<file path="config.mk">
export PLATFORM = sky130hd
export DESIGN_NAME = filter_win_ctrl_5x5
export DESIGN_NICKNAME = d
export VERILOG_FILES = /design/src/rtl/filter_win_ctrl_5x5.sv
export SDC_FILE = /design/constraint.sdc
export NUM_CORES = 1
export LEC_CHECK = 0
export ABC_AREA = 1
export CAP_MARGIN = 20
export CELL_PAD_IN_SITES_DETAIL_PLACEMENT = 1
export CELL_PAD_IN_SITES_GLOBAL_PLACEMENT = 1
export CORE_MARGIN = 10
export CORE_UTILIZATION = 40
export CTS_CLUSTER_DIAMETER = 80
export DETAILED_ROUTE_END_ITERATION = 8
export PLACE_DENSITY_LB_ADDON = 0.1
export SYNTH_ARGS = -nofsm -noshare
export SYNTH_HDL_FRONTEND = slang
export SYNTH_SLANG_ARGS = --single-unit
export TNS_END_PERCENT = 50
</file>
<file path="constraint.sdc">
create_clock -name clk -period 10.38 [get_ports clk]
set_clock_uncertainty 0.2 [all_clocks]
set_input_delay 3.114 -clock clk [delete_from_list [all_inputs] [get_ports clk]]
set_output_delay 3.114 -clock clk [all_outputs]
set_load 0.01 [all_outputs]
</file>
<file path="src/rtl/filter_win_ctrl_5x5.sv">
// Window sequencer for the 5x5 filter datapath: line-buffer write control, window
// read scheduling and per-tap zero-padding mask, one output per image pixel.
module filter_win_ctrl_5x5 #(
  parameter int MAX_W_BITS = 11,
  parameter int MAX_H_BITS = 11
) (
  input  logic                  clk,
  input  logic                  rst,
  input  logic                  i_start,
  input  logic [MAX_W_BITS-1:0] i_width,
  input  logic [MAX_H_BITS-1:0] i_height,
  input  logic                  i_in_valid,
  output logic                  o_in_ready,
  output logic                  o_lb_wr_en,
  output logic [MAX_W_BITS-1:0] o_lb_wr_addr,
  output logic [2:0]            o_lb_wr_sel,
  output logic [MAX_W_BITS-1:0] o_lb_rd_addr,
  output logic [2:0]            o_lb_rd_base,
  output logic                  o_en,
  output logic [24:0]           o_mask,
  output logic [MAX_W_BITS-1:0] o_out_x,
  output logic [MAX_H_BITS-1:0] o_out_y,
  output logic                  o_busy,
  output logic                  o_done
);

  // state    | meaning
  // IDLE     | waiting for a valid i_start
  // RUN      | accepting pixels, window issued per accept once two rows/cols are in
  // COLFLUSH | two cycles finishing the right edge of the current output row
  // ROWFLUSH | emitting the last two output rows with no further input
  // DONE     | raises o_done next cycle and returns to IDLE
  typedef enum logic [2:0] {S_IDLE, S_RUN, S_COLFLUSH, S_ROWFLUSH, S_DONE} state_t;

  localparam logic [MAX_W_BITS-1:0] W1 = MAX_W_BITS'(1);
  localparam logic [MAX_W_BITS-1:0] W2 = MAX_W_BITS'(2);
  localparam logic [MAX_W_BITS-1:0] W3 = MAX_W_BITS'(3);
  localparam logic [MAX_H_BITS-1:0] H1 = MAX_H_BITS'(1);
  localparam logic [MAX_H_BITS-1:0] H2 = MAX_H_BITS'(2);
  localparam logic [MAX_H_BITS-1:0] H3 = MAX_H_BITS'(3);

  function automatic logic [2:0] inc5(input logic [2:0] s);
    return (s == 3'd4) ? 3'd0 : s + 3'd1;
  endfunction

  function automatic logic [24:0] mask_f(input logic [MAX_W_BITS-1:0] x,
                                         input logic [MAX_H_BITS-1:0] y,
                                         input logic [MAX_W_BITS-1:0] w,
                                         input logic [MAX_H_BITS-1:0] h);
    logic [24:0] m;
    m = '0;
    for (int dy = -2; dy <= 2; dy++) begin
      for (int dx = -2; dx <= 2; dx++) begin
        m[(dy+2)*5 + (dx+2)] = (int'(x) + dx >= 0) && (int'(x) + dx <= int'(w) - 1) &&
                               (int'(y) + dy >= 0) && (int'(y) + dy <= int'(h) - 1);
      end
    end
    return m;
  endfunction

  state_t                state_q;
  logic [MAX_W_BITS-1:0] w_q, c_q, fx_q;
  logic [MAX_H_BITS-1:0] h_q, r_q, fy_q;
  logic [2:0]            row_sel_q, fsel_q;
  logic                  cf_q;
  logic                  busy_q, done_q, en_q;
  logic [24:0]           mask_q;
  logic [MAX_W_BITS-1:0] x_q, rd_addr_q;
  logic [MAX_H_BITS-1:0] y_q;
  logic [2:0]            rd_base_q;

  logic                  accept;
  logic                  win_en_d;
  logic [MAX_W_BITS-1:0] win_x_d, rd_addr_d;
  logic [MAX_H_BITS-1:0] win_y_d;
  logic [2:0]            win_base_d;
  logic [MAX_W_BITS:0]   xp2_d;

  assign o_in_ready   = (state_q == S_RUN);
  assign accept       = i_in_valid & o_in_ready;
  assign o_lb_wr_en   = accept;
  assign o_lb_wr_addr = c_q;
  assign o_lb_wr_sel  = row_sel_q;
  assign o_lb_rd_addr = rd_addr_q;
  assign o_lb_rd_base = rd_base_q;
  assign o_en         = en_q;
  assign o_mask       = mask_q;
  assign o_out_x      = x_q;
  assign o_out_y      = y_q;
  assign o_busy       = busy_q;
  assign o_done       = done_q;

  // Read base (y+3) mod 5 is derived from the row-select counter rather than a divider.
  always_comb begin
    win_en_d   = 1'b0;
    win_x_d    = x_q;
    win_y_d    = y_q;
    win_base_d = rd_base_q;
    unique case (state_q)
      S_RUN: begin
        if (accept && r_q >= H2 && c_q >= W2) begin
          win_en_d   = 1'b1;
          win_x_d    = c_q - W2;
          win_y_d    = r_q - H2;
          win_base_d = inc5(row_sel_q);
        end
      end
      S_COLFLUSH: begin
        win_en_d   = 1'b1;
        win_x_d    = w_q - W2 + {{(MAX_W_BITS-1){1'b0}}, cf_q};
        win_y_d    = r_q - H3;
        win_base_d = row_sel_q;
      end
      S_ROWFLUSH: begin
        win_en_d   = 1'b1;
        win_x_d    = fx_q;
        win_y_d    = fy_q;
        win_base_d = fsel_q;
      end
      default: ;
    endcase
    xp2_d     = {1'b0, win_x_d} + {1'b0, W2};
    rd_addr_d = (xp2_d >= {1'b0, w_q}) ? w_q - W1 : xp2_d[MAX_W_BITS-1:0];
  end

  always_ff @(posedge clk) begin
    if (rst) begin
      state_q   <= S_IDLE;
      w_q       <= '0;
      h_q       <= '0;
      c_q       <= '0;
      r_q       <= '0;
      fx_q      <= '0;
      fy_q      <= '0;
      row_sel_q <= '0;
      fsel_q    <= '0;
      cf_q      <= 1'b0;
      busy_q    <= 1'b0;
      done_q    <= 1'b0;
      en_q      <= 1'b0;
      mask_q    <= '0;
      x_q       <= '0;
      y_q       <= '0;
      rd_addr_q <= '0;
      rd_base_q <= '0;
    end else begin
      done_q <= 1'b0;
      en_q   <= win_en_d;
      if (win_en_d) begin
        x_q       <= win_x_d;
        y_q       <= win_y_d;
        mask_q    <= mask_f(win_x_d, win_y_d, w_q, h_q);
        rd_addr_q <= rd_addr_d;
        rd_base_q <= win_base_d;
      end
      unique case (state_q)
        S_IDLE: begin
          if (i_start && i_width >= W3 && i_height >= H3) begin
            w_q       <= i_width;
            h_q       <= i_height;
            c_q       <= '0;
            r_q       <= '0;
            row_sel_q <= '0;
            busy_q    <= 1'b1;
            state_q   <= S_RUN;
          end
        end
        S_RUN: begin
          if (accept) begin
            if (c_q == w_q - W1) begin
              c_q       <= '0;
              r_q       <= r_q + H1;
              row_sel_q <= inc5(row_sel_q);
              if (r_q >= H2) begin
                cf_q    <= 1'b0;
                state_q <= S_COLFLUSH;
              end
            end else begin
              c_q <= c_q + W1;
            end
          end
        end
        S_COLFLUSH: begin
          cf_q <= 1'b1;
          if (cf_q) begin
            // r has already advanced past the row just written, so r==H marks the last row.
            if (r_q == h_q) begin
              fx_q    <= '0;
              fy_q    <= h_q - H2;
              fsel_q  <= inc5(row_sel_q);
              state_q <= S_ROWFLUSH;
            end else begin
              state_q <= S_RUN;
            end
          end
        end
        S_ROWFLUSH: begin
          if (fx_q == w_q - W1) begin
            fx_q <= '0;
            if (fy_q == h_q - H1) begin
              state_q <= S_DONE;
            end else begin
              fy_q   <= fy_q + H1;
              fsel_q <= inc5(fsel_q);
            end
          end else begin
            fx_q <= fx_q + W1;
          end
        end
        S_DONE: begin
          done_q  <= 1'b1;
          busy_q  <= 1'b0;
          state_q <= S_IDLE;
        end
        default: state_q <= S_IDLE;
      endcase
    end
  end

endmodule

</file>
run_1/final_congestion.png
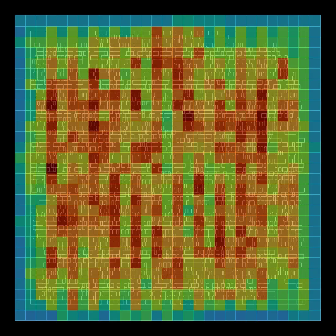
final core occ: 46.96%
met3 Usage GRT: 4.341%
routing usage on met2: 43.95%
routing layer with the top usage in global route: met2
met1 track utilization from global routing: 30.45%

run_1/met1.png
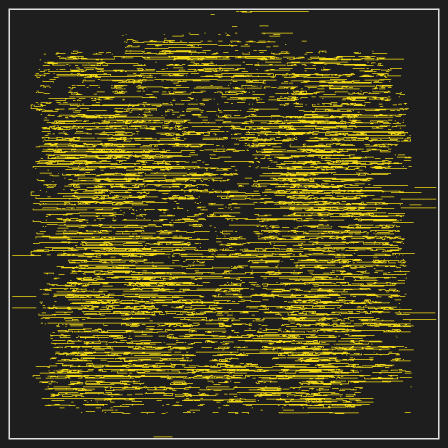
share of all routed wire: 44%
wire length on this layer: 22.9 mm
via count of the routed design: 13824
Routed Wire Length: 51760 µm

run_1/port_nets.png
The bar under the picture is 50 µm long.
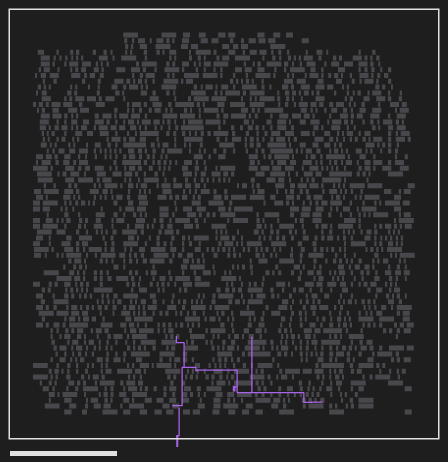
[purple] o_in_ready | bits: 1 | direction: output | end cells: 1 | buffers: 1 | wire: 166 µm

run_1/clock_map.png
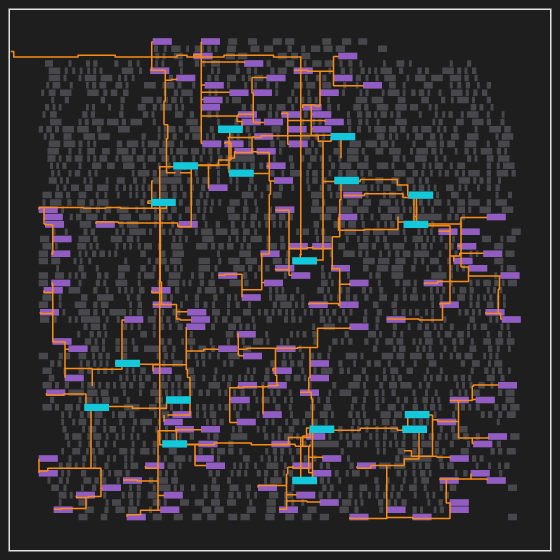
[purple] flip-flops | count: 140
[orange] clock wires | length: 2660 µm
[cyan] cells driving clock nets | count: 17
flops lie: spread over the die
routed clock nets: 18

==> impl_metrics.toml, run 1 <==
# implementation run metrics
[final_timing]
timing.final.max_slew_violations = 0
grt_setup_unrepaired = "false"
fmax_mhz = 121.1
tightest_slew_ps = 1055
hold_slack_ps = 264.6

[run]
log.warning_count = 51

[logic_synthesis]
synth.ff_latch_count = 140
post_synth_xor_area_fraction_pct = 8.150
synthDistinctLibCells = 59
synth_cells = 1971
netlist_area_um2 = 13070
yosys.area_share.simple_pct = 31.49

[worst_setup_path]
rr_startpoint = "r_q[0]"
crit_path_top_cell_by_count = "sky130_fd_sc_hd__inv_1"
reg2reg_setup_slack_ps = 4110
critPathKind = "input port to flop"
critical_path.n_buffers_inverters = 7
r2r_end = "o_lb_rd_addr[3]"

[global_routing]
grt_start_max_net_pins = 47
global_route.usage.total_pct = 25.31
antenna_violations_before_repair = 1
global_route_wire_length_before_repair_um = 80720

[die]
num_io_pins = 106
floorplan.rows = 66
die-height_um = 200.7

[clock_tree]
tritoncts = "done"
cts.sink_count = 140
clock-root-buffer = "sky130_fd_sc_hd__clkbuf_16"
cts-buffers-inserted = 17
cts.path.max_buffers = 2
clock.latency.late_pin_ps = 460

[finish]
layout.cells.most_common = "sky130_fd_sc_hd__nand2_1"
total_nets_final = 2248
most-common-layout-cells = "sky130_fd_sc_hd__nand2_1, sky130_fd_sc_hd__nor2_1, sky130_fd_sc_hd__inv_1"

[pwr]
power.combinational.fraction_pct = 74.2
power_in_combinational_cells_mw = 4.43
pg_clk_mw = 0.736
pint_mw = 2.667

[hold_path]
hp-class = "flop to flop"
min_delay_worst_endpoint = "o_mask[14]"
timing.hold.worst.start = "o_mask[14]"
hold_depth = 2

[detailed_routing]
drt_first_pass_iters = 5

[outcome]
run_status = "completed"

[placement]
final_weighted_congestion_in_routability_driven_placement = 0.9383
run 1: layer usage:
| metal | share of wire [%] | vias to the layer above | wire length (µm) | GRT usage, % |
|---|---|---|---|---|
| li1 | - | 6696 | - | - |
| met1 | 44 | 6730 | 22850 | 30.45 |
| met2 | 48 | 302 | 25060 | 43.95 |
| met3 | 4.0 | 94 | 2045 | 4.341 |
| met4 | 3.4 | 2 | 1781 | 9.873 |
| met5 | 0.027 | - | 14 | 0 |
run 1: cell usage after synthesis (5+ instances only):
library cell,n,area (µm²)
sky130_fd_sc_hd__nand3b_1,5,37.54
sky130_fd_sc_hd__xnor2_1,10,87.58
sky130_fd_sc_hd__nand2_2,16,100.1
sky130_fd_sc_hd__o21bai_1,9,67.56
sky130_fd_sc_hd__nor4_1,18,112.6
sky130_fd_sc_hd__nand4_1,30,187.7
sky130_fd_sc_hd__nor3_1,43,215.2
sky130_fd_sc_hd__a211oi_1,9,67.56
sky130_fd_sc_hd__o21ai_0,104,520.5
sky130_fd_sc_hd__buf_6,7,78.83
sky130_fd_sc_hd__o21ai_1,12,60.06
sky130_fd_sc_hd__ha_1,160,2002
sky130_fd_sc_hd__o22ai_1,10,62.56
sky130_fd_sc_hd__nor2_1,237,889.6
sky130_fd_sc_hd__xor2_1,106,928.4
sky130_fd_sc_hd__inv_2,19,71.32
sky130_fd_sc_hd__inv_1,214,803.3
sky130_fd_sc_hd__clkbuf_1,30,112.6
sky130_fd_sc_hd__nor2_2,15,93.84
sky130_fd_sc_hd__buf_2,7,35.03
sky130_fd_sc_hd__nand3_1,96,480.5
sky130_fd_sc_hd__nand2_1,420,1577
sky130_fd_sc_hd__a21oi_1,160,800.8
sky130_fd_sc_hd__o211ai_1,8,60.06
sky130_fd_sc_hd__nor2_4,11,123.9
sky130_fd_sc_hd__dfxtp_1,140,2803
run 1: registers in the layout, summed over array words and instances (netlist names), 11 cells and up:
signal and flops:
fy_q 11, w_q 11, r_q 11, o_mask 25, o_lb_wr_addr 11, o_out_y 11, fx_q 11, o_lb_rd_addr 11
h_q 11, o_out_x 11
run 1: worst max-delay path by stage:
stage | startpoint | to | depth (start not counted)
finish | i_in_valid | o_mask[24] | 25
global route | i_in_valid | o_mask[19] | 25
CTS | i_in_valid | o_mask[24] | 25
detailed placement | i_in_valid | o_mask[21] | 23
global placement | i_in_valid | o_mask[11] | 23
floorplan | i_in_valid | o_lb_rd_addr[7] | 25
run 1: per-stage QoR:
step	total power [mW]	util (%)	instance area [µm²]	setup WS, ps
4_1_cts	5.974	46.96	15200	2228
6_report	5.971	46.96	15200	2124
2_1_floorplan	3.747	-	13070	3454
3_5_place_dp	5.192	44.90	14530	1760
3_3_place_gp	5.034	44.90	14530	1891
5_1_grt	6.575	46.96	15200	1640
run 1: final cells by class:
class | instances | area (µm²) | share of cell area, %
multi-input combinational | 1544 | 9115 | 59.96
sequential | 140 | 2803 | 18.44
timing repair buffer | 121 | 1166 | 7.671
inverter | 238 | 897.1 | 5.902
tap | 442 | 553.0 | 3.638
clock buffer | 18 | 429.2 | 2.823
clock inverter | 13 | 237.7 | 1.564
run_1/registers.png
Other sequential cells in the stronger grey, the rest of the logic in the fainter grey.
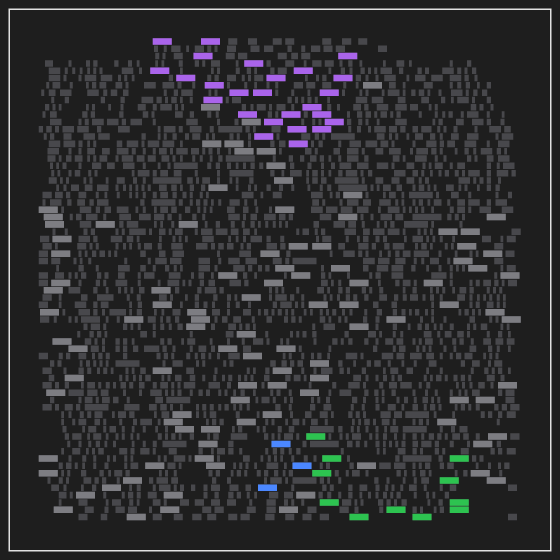

## Run 2: what changed since run 1
Clock period 10.38 ns to 8.25 ns, I/O delays scaled along.
run_2/registers.png
Other sequential cells in the stronger grey, the rest of the logic in the fainter grey.
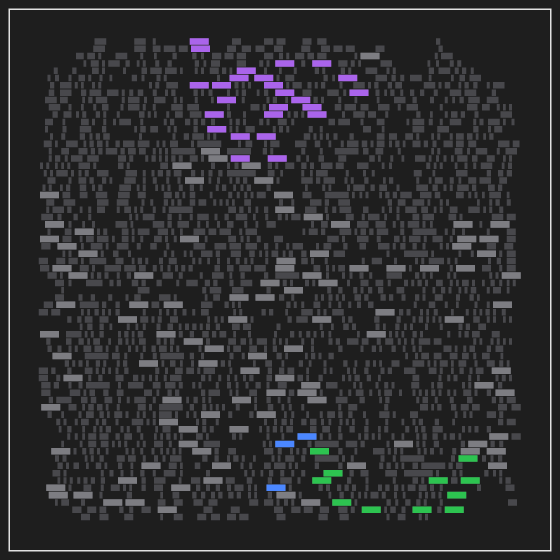
[blue] o_lb_wr_sel | flops: 3
[green] r_q | flops: 11 | where: bottom right
[purple] o_mask | flops: 25 | where: top middle
not coloured: 101
final core occ: 46.71%
reported sequential group power: 1.01 mW
sequential standard cell area: 2803 µm²

run_2/met1.png
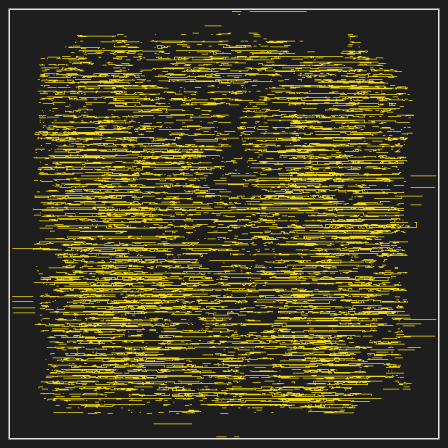
met1 track utilization from global routing: 30.73%
Routed Wire Length: 52620 µm

==> impl_metrics.toml, run 2 <==
# implementation run metrics
[outcome]
run_status = "completed"

[worst_setup_path]
critPathKind = "input port to flop"

[global_routing]
global_route_wire_length_before_repair_um = 82430

[pwr]
pint_mw = 3.243
power.combinational.fraction_pct = 75.4

[placement]
final_weighted_congestion_in_routability_driven_placement = 0.9116

[die]
floorplan.rows = 66
die-height_um = 200.7

[logic_synthesis]
synthDominantCellAreaShare_pct = 21.45

[clock_tree]
tritoncts = "done"
cts.path.max_buffers = 2
cts-buffers-inserted = 17

[final_timing]
tightest_slew_ps = 1095
fmax_mhz = 140.4
hold_slack_ps = 264.5
setup_slack_ps = 1127

[run]
log.warning_count = 51

[finish]
total_nets_final = 2249
most-common-layout-cells = "sky130_fd_sc_hd__nand2_1, sky130_fd_sc_hd__nor2_1, sky130_fd_sc_hd__inv_1"

[detailed_routing]
drt_first_pass_iters = 5
run_2/final_congestion.png
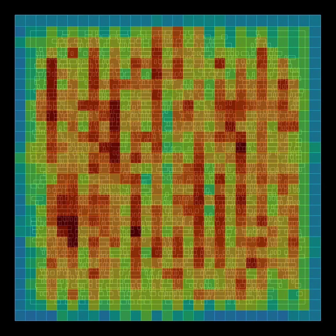
Routed WL per cell: 20.91 µm
total routing resource utilization after global routing: 25.75%
met3 Usage GRT: 3.518%
routing usage on met2: 45.27%

[run 2: cell counts after synthesis]
Identical to the previous run, type by type.
[run 2: area by class of cell]
type                       instances  area [µm²]  area share [%]
clock inverter                    12       137.6          0.9101
tap                              442       553.0           3.657
inverter                         238       897.1           5.932
multi-input combinational       1544        9115           60.28
sequential                       140        2803           18.53
clock buffer                      19       442.9           2.929
timing repair buffer             122        1174           7.761
[run 2: how the worst max path moves through the flow]
stage	from	end	slack, ps	cells after the start
5_1_grt	i_in_valid	o_mask[15]	690	26
6_report	i_in_valid	o_mask[16]	1130	23
3_3_place_gp	i_in_valid	o_mask[16]	860	23
2_1_floorplan	i_in_valid	o_lb_rd_addr[7]	1960	25
4_1_cts	i_in_valid	o_mask[16]	1170	23
3_5_place_dp	i_in_valid	o_mask[16]	720	23
[run 2: kinds of logic after synthesis]
| group | count (synthesis) | synth area share [%] |
|---|---|---|
| and+or+nand+nor | 918 | 31.49 |
| xor gates and xnor gates | 119 | 8.150 |
| adders and majority gates | 160 | 15.32 |
| AOI/OAI and AO/OA | 347 | 14.79 |
| buffers and inverters | 287 | 8.801 |
| DFF | 140 | 21.45 |
[run 2: per-layer routing]
metal / wire (µm) / global-route usage [%]
met1: 23060 / 30.73
met2: 25690 / 45.27
met3: 1919 / 3.518
met4: 1940 / 11.01
met5: 0 / 0
[run 2: stage by stage]
stage                     area, µm²  total power, mW  util [%]
final                         15120            7.397     46.71
after CTS                     15110            7.379     46.67
after detailed placement      14530            6.534     44.87
after floorplan               13070            4.714         -
after global routing          15120            8.158     46.71
after global placement        14530            6.325     44.87
[run 2: tightest hold or removal path, stage by stage, from the launching register on]
cell and delay (ps):
sky130_fd_sc_hd__dfxtp_1 310, sky130_fd_sc_hd__nand2_1 60, sky130_fd_sc_hd__a21oi_1 50
[run 2: power by group through the flow]
stage | clock network (mW) | registers [mW] | logic, mW
after global routing | 0.844 | 1.03 | 6.29
final | 0.808 | 1.01 | 5.58
after CTS | 0.815 | 1.01 | 5.55
after global placement | 0 | 1.02 | 5.30
after floorplan | 0 | 1.01 | 3.70
after detailed placement | 0 | 1.02 | 5.51
run_2/clock_map.png
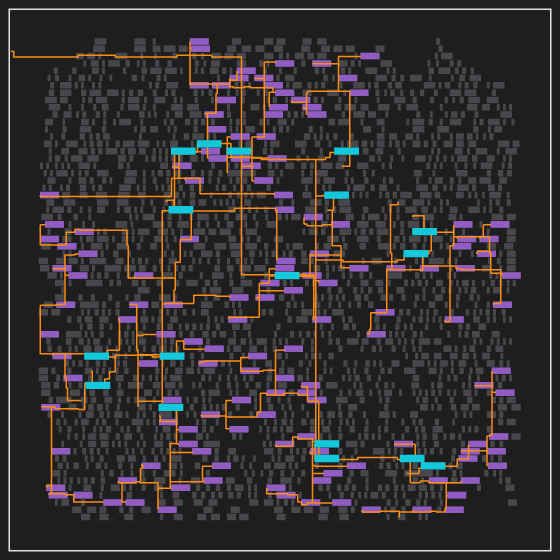

## Run 3: what changed since run 2
Settings changed: CAP_MARGIN 20 to 10, CORE_MARGIN 10 to not set.
run_3/clock_map.png
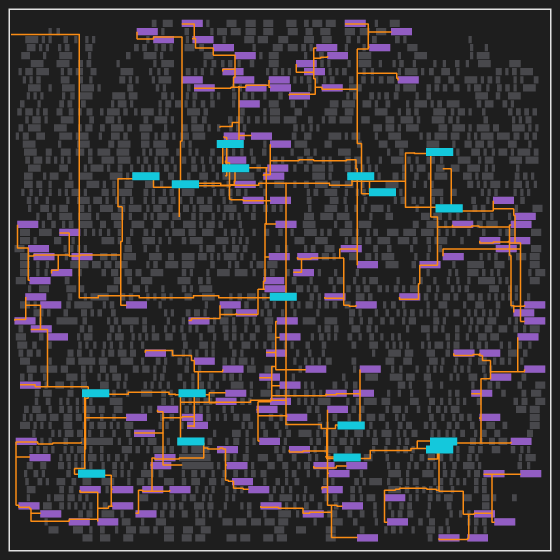
[purple] flip-flops | count: 140
[orange] clock wires | length: 2580 µm
[cyan] cells driving clock nets | count: 17
flops lie: spread over the die
clock network power: 0.857 mW
insertion delay of the later-clocked pin in the worst-skew pair: 440 ps
clock share of power: 11.7%

run_3/port_nets.png
The bar under the picture is 50 µm long.
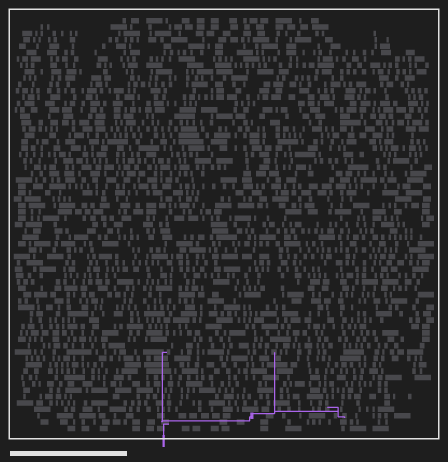
[purple] o_in_ready | bits: 1 | direction: output | end cells: 1 | buffers: 1 | wire: 155 µm
count of pins on the block boundary: 106
total of buffers placed on input and output ports: 105

run_3/met1.png
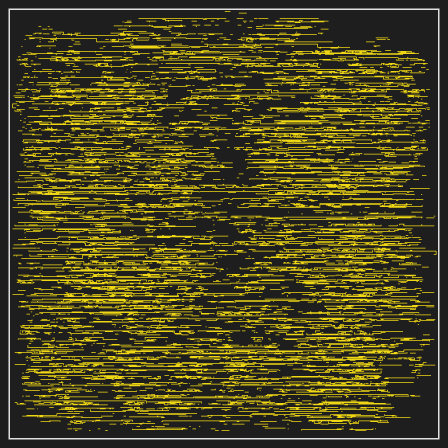
share of all routed wire: 45%
nets with wire on the layer: 2110
main direction: horizontal

==> impl_metrics.toml, run 3 <==
# implementation run metrics
[outcome]
run_status = "completed"

[worst_setup_path]
reg2reg_setup_slack_ps = 2380
endpoint = "o_mask[7]"
startpoint = "i_in_valid"
rr_startpoint = "r_q[0]"
critPathKind = "input port to flop"

[finish]
total_nets_final = 2248
largest_register_ffs = 25
most-common-layout-cells = "sky130_fd_sc_hd__nand2_1, sky130_fd_sc_hd__nor2_1, sky130_fd_sc_hd__inv_1"
finalCoreUtilization_pct = 47.52

[logic_synthesis]
synth_dominant_cell_count = "sky130_fd_sc_hd__nand2_1"
synthDominantCellAreaShare_pct = 21.45
synth.area.mux_share_pct = 0
yosys.area_share.simple_pct = 31.49
synth-adder-area-share_pct = 15.32
synth.largest_area_cell = "sky130_fd_sc_hd__dfxtp_1"
post_synth_xor_area_fraction_pct = 8.150
synth.area.top_cells = "sky130_fd_sc_hd__dfxtp_1, sky130_fd_sc_hd__ha_1, sky130_fd_sc_hd__nand2_1"
synth.ff_latch_count = 140
main_logic_family_after_synthesis = "simple AND/OR/NAND/NOR gates"
synth_cells = 1971
netlist_area_um2 = 13070
yosys.area_share.aoi_pct = 14.79

[global_routing]
global_route.usage.total_pct = 31.01
antenna_violations_before_repair = 0
grt_start_max_net_pins = 47

[clock_tree]
cts_setup_buffers = 0
clock-root-buffer = "sky130_fd_sc_hd__clkbuf_16"
cts-buffers-inserted = 17
cts.sink_count = 140
tritoncts = "done"

[pwr]
pwr_per_cell_area_nw_per_um2 = 485.3
pint_mw = 3.284

[die]
die-height_um = 182.7
floorplan.rows = 65

[final_timing]
timing.final.crit_share_pct = 86.15
timing.final.max_slew_violations = 0
setup_viol = 0
grt_setup_unrepaired = "false"
tightest_slew_ps = 1007
fmax_mhz = 140.7

[detailed_routing]
routed_wire_length_um = 50250
drt_first_pass_iters = 5
wl_per_cell_um = 20.02
route.vias.total = 13834

[placement]
final_weighted_congestion_in_routability_driven_placement = 0.9045

[run]
log.warning_count = 51
[run 3: power groups by stage]
stage	clock network [mW]	logic, mW	registers, mW
after global placement	0	5.25	1.01
after global routing	0.895	6.20	1.02
after CTS	0.871	5.48	1.00
after detailed placement	0	5.44	1.02
after floorplan	0	3.70	1.01
final	0.857	5.49	1.00
[run 3: metrics by stage]
step | power [mW] | hold slack (ps) | cell area (µm²)
after floorplan | 4.714 | 252.2 | 13070
after global placement | 6.266 | 253.5 | 14530
after detailed placement | 6.453 | 259.0 | 14530
after CTS | 7.354 | 269.4 | 15150
after global routing | 8.117 | 277.3 | 15150
final | 7.352 | 266.7 | 15150
[run 3: how the worst min path moves through the flow]
stage,end,from,cells past startpoint
finish,o_lb_rd_addr[7],o_lb_rd_addr[7],2
global route,o_mask[19],o_mask[19],2
CTS,o_mask[10],o_mask[10],2
detailed placement,o_mask[10],o_mask[10],2
global placement,o_mask[7],o_mask[7],2
floorplan,fy_q[10],fy_q[10],2
[run 3: cells by family (layout without fill, tap and decap cells)]
logic type,count (synthesis),count (layout)
xor+xnor,119,119
simple gates,918,918
buf+inv,287,391
compound gates,347,347
flops,140,140
fa+ha+maj,160,160
[run 3: worst max-delay path: stages]
cell and delay (ps):
sky130_fd_sc_hd__clkdlybuf4s50_1 490, sky130_fd_sc_hd__inv_1 60, sky130_fd_sc_hd__nor2_2 260, sky130_fd_sc_hd__nand3_4 360, sky130_fd_sc_hd__nand2_4 180, sky130_fd_sc_hd__inv_4 40, sky130_fd_sc_hd__buf_4 280, sky130_fd_sc_hd__nand2_1 130
sky130_fd_sc_hd__o211ai_1 300, sky130_fd_sc_hd__inv_1 320, sky130_fd_sc_hd__ha_1 200, sky130_fd_sc_hd__inv_1 60, sky130_fd_sc_hd__nor2_1 310, sky130_fd_sc_hd__nand2_1 110, sky130_fd_sc_hd__xor2_1 160, sky130_fd_sc_hd__ha_1 340
sky130_fd_sc_hd__nand2_1 70, sky130_fd_sc_hd__inv_1 40, sky130_fd_sc_hd__o21bai_1 150, sky130_fd_sc_hd__a31oi_1 110, sky130_fd_sc_hd__nor2_1 80, sky130_fd_sc_hd__o21ai_0 80, sky130_fd_sc_hd__nand2_1 60, sky130_fd_sc_hd__nand2_1 60
sky130_fd_sc_hd__nor2_2 290, sky130_fd_sc_hd__nand2_1 100, sky130_fd_sc_hd__a21oi_1 130
[run 3: final cells by class]
class                      count  area (µm²)
sequential                   140        2803
clock inverter                14       195.2
clock buffer                  18       429.2
inverter                     238       897.1
multi-input combinational   1544        9115
timing repair buffer         121        1166
tap                          435       544.3
fill                        4217       16730
[run 3: routing by layer]
layer	vias to the layer above	track usage, %	wire length [µm]
met5	-	0	0
met3	75	4.051	2266
li1	6688	-	-
met1	6714	39.88	22640
met2	357	53.04	23900
met4	0	10.62	1452
Power figures rest on the tool's default switching activity, not on a simulated workload.
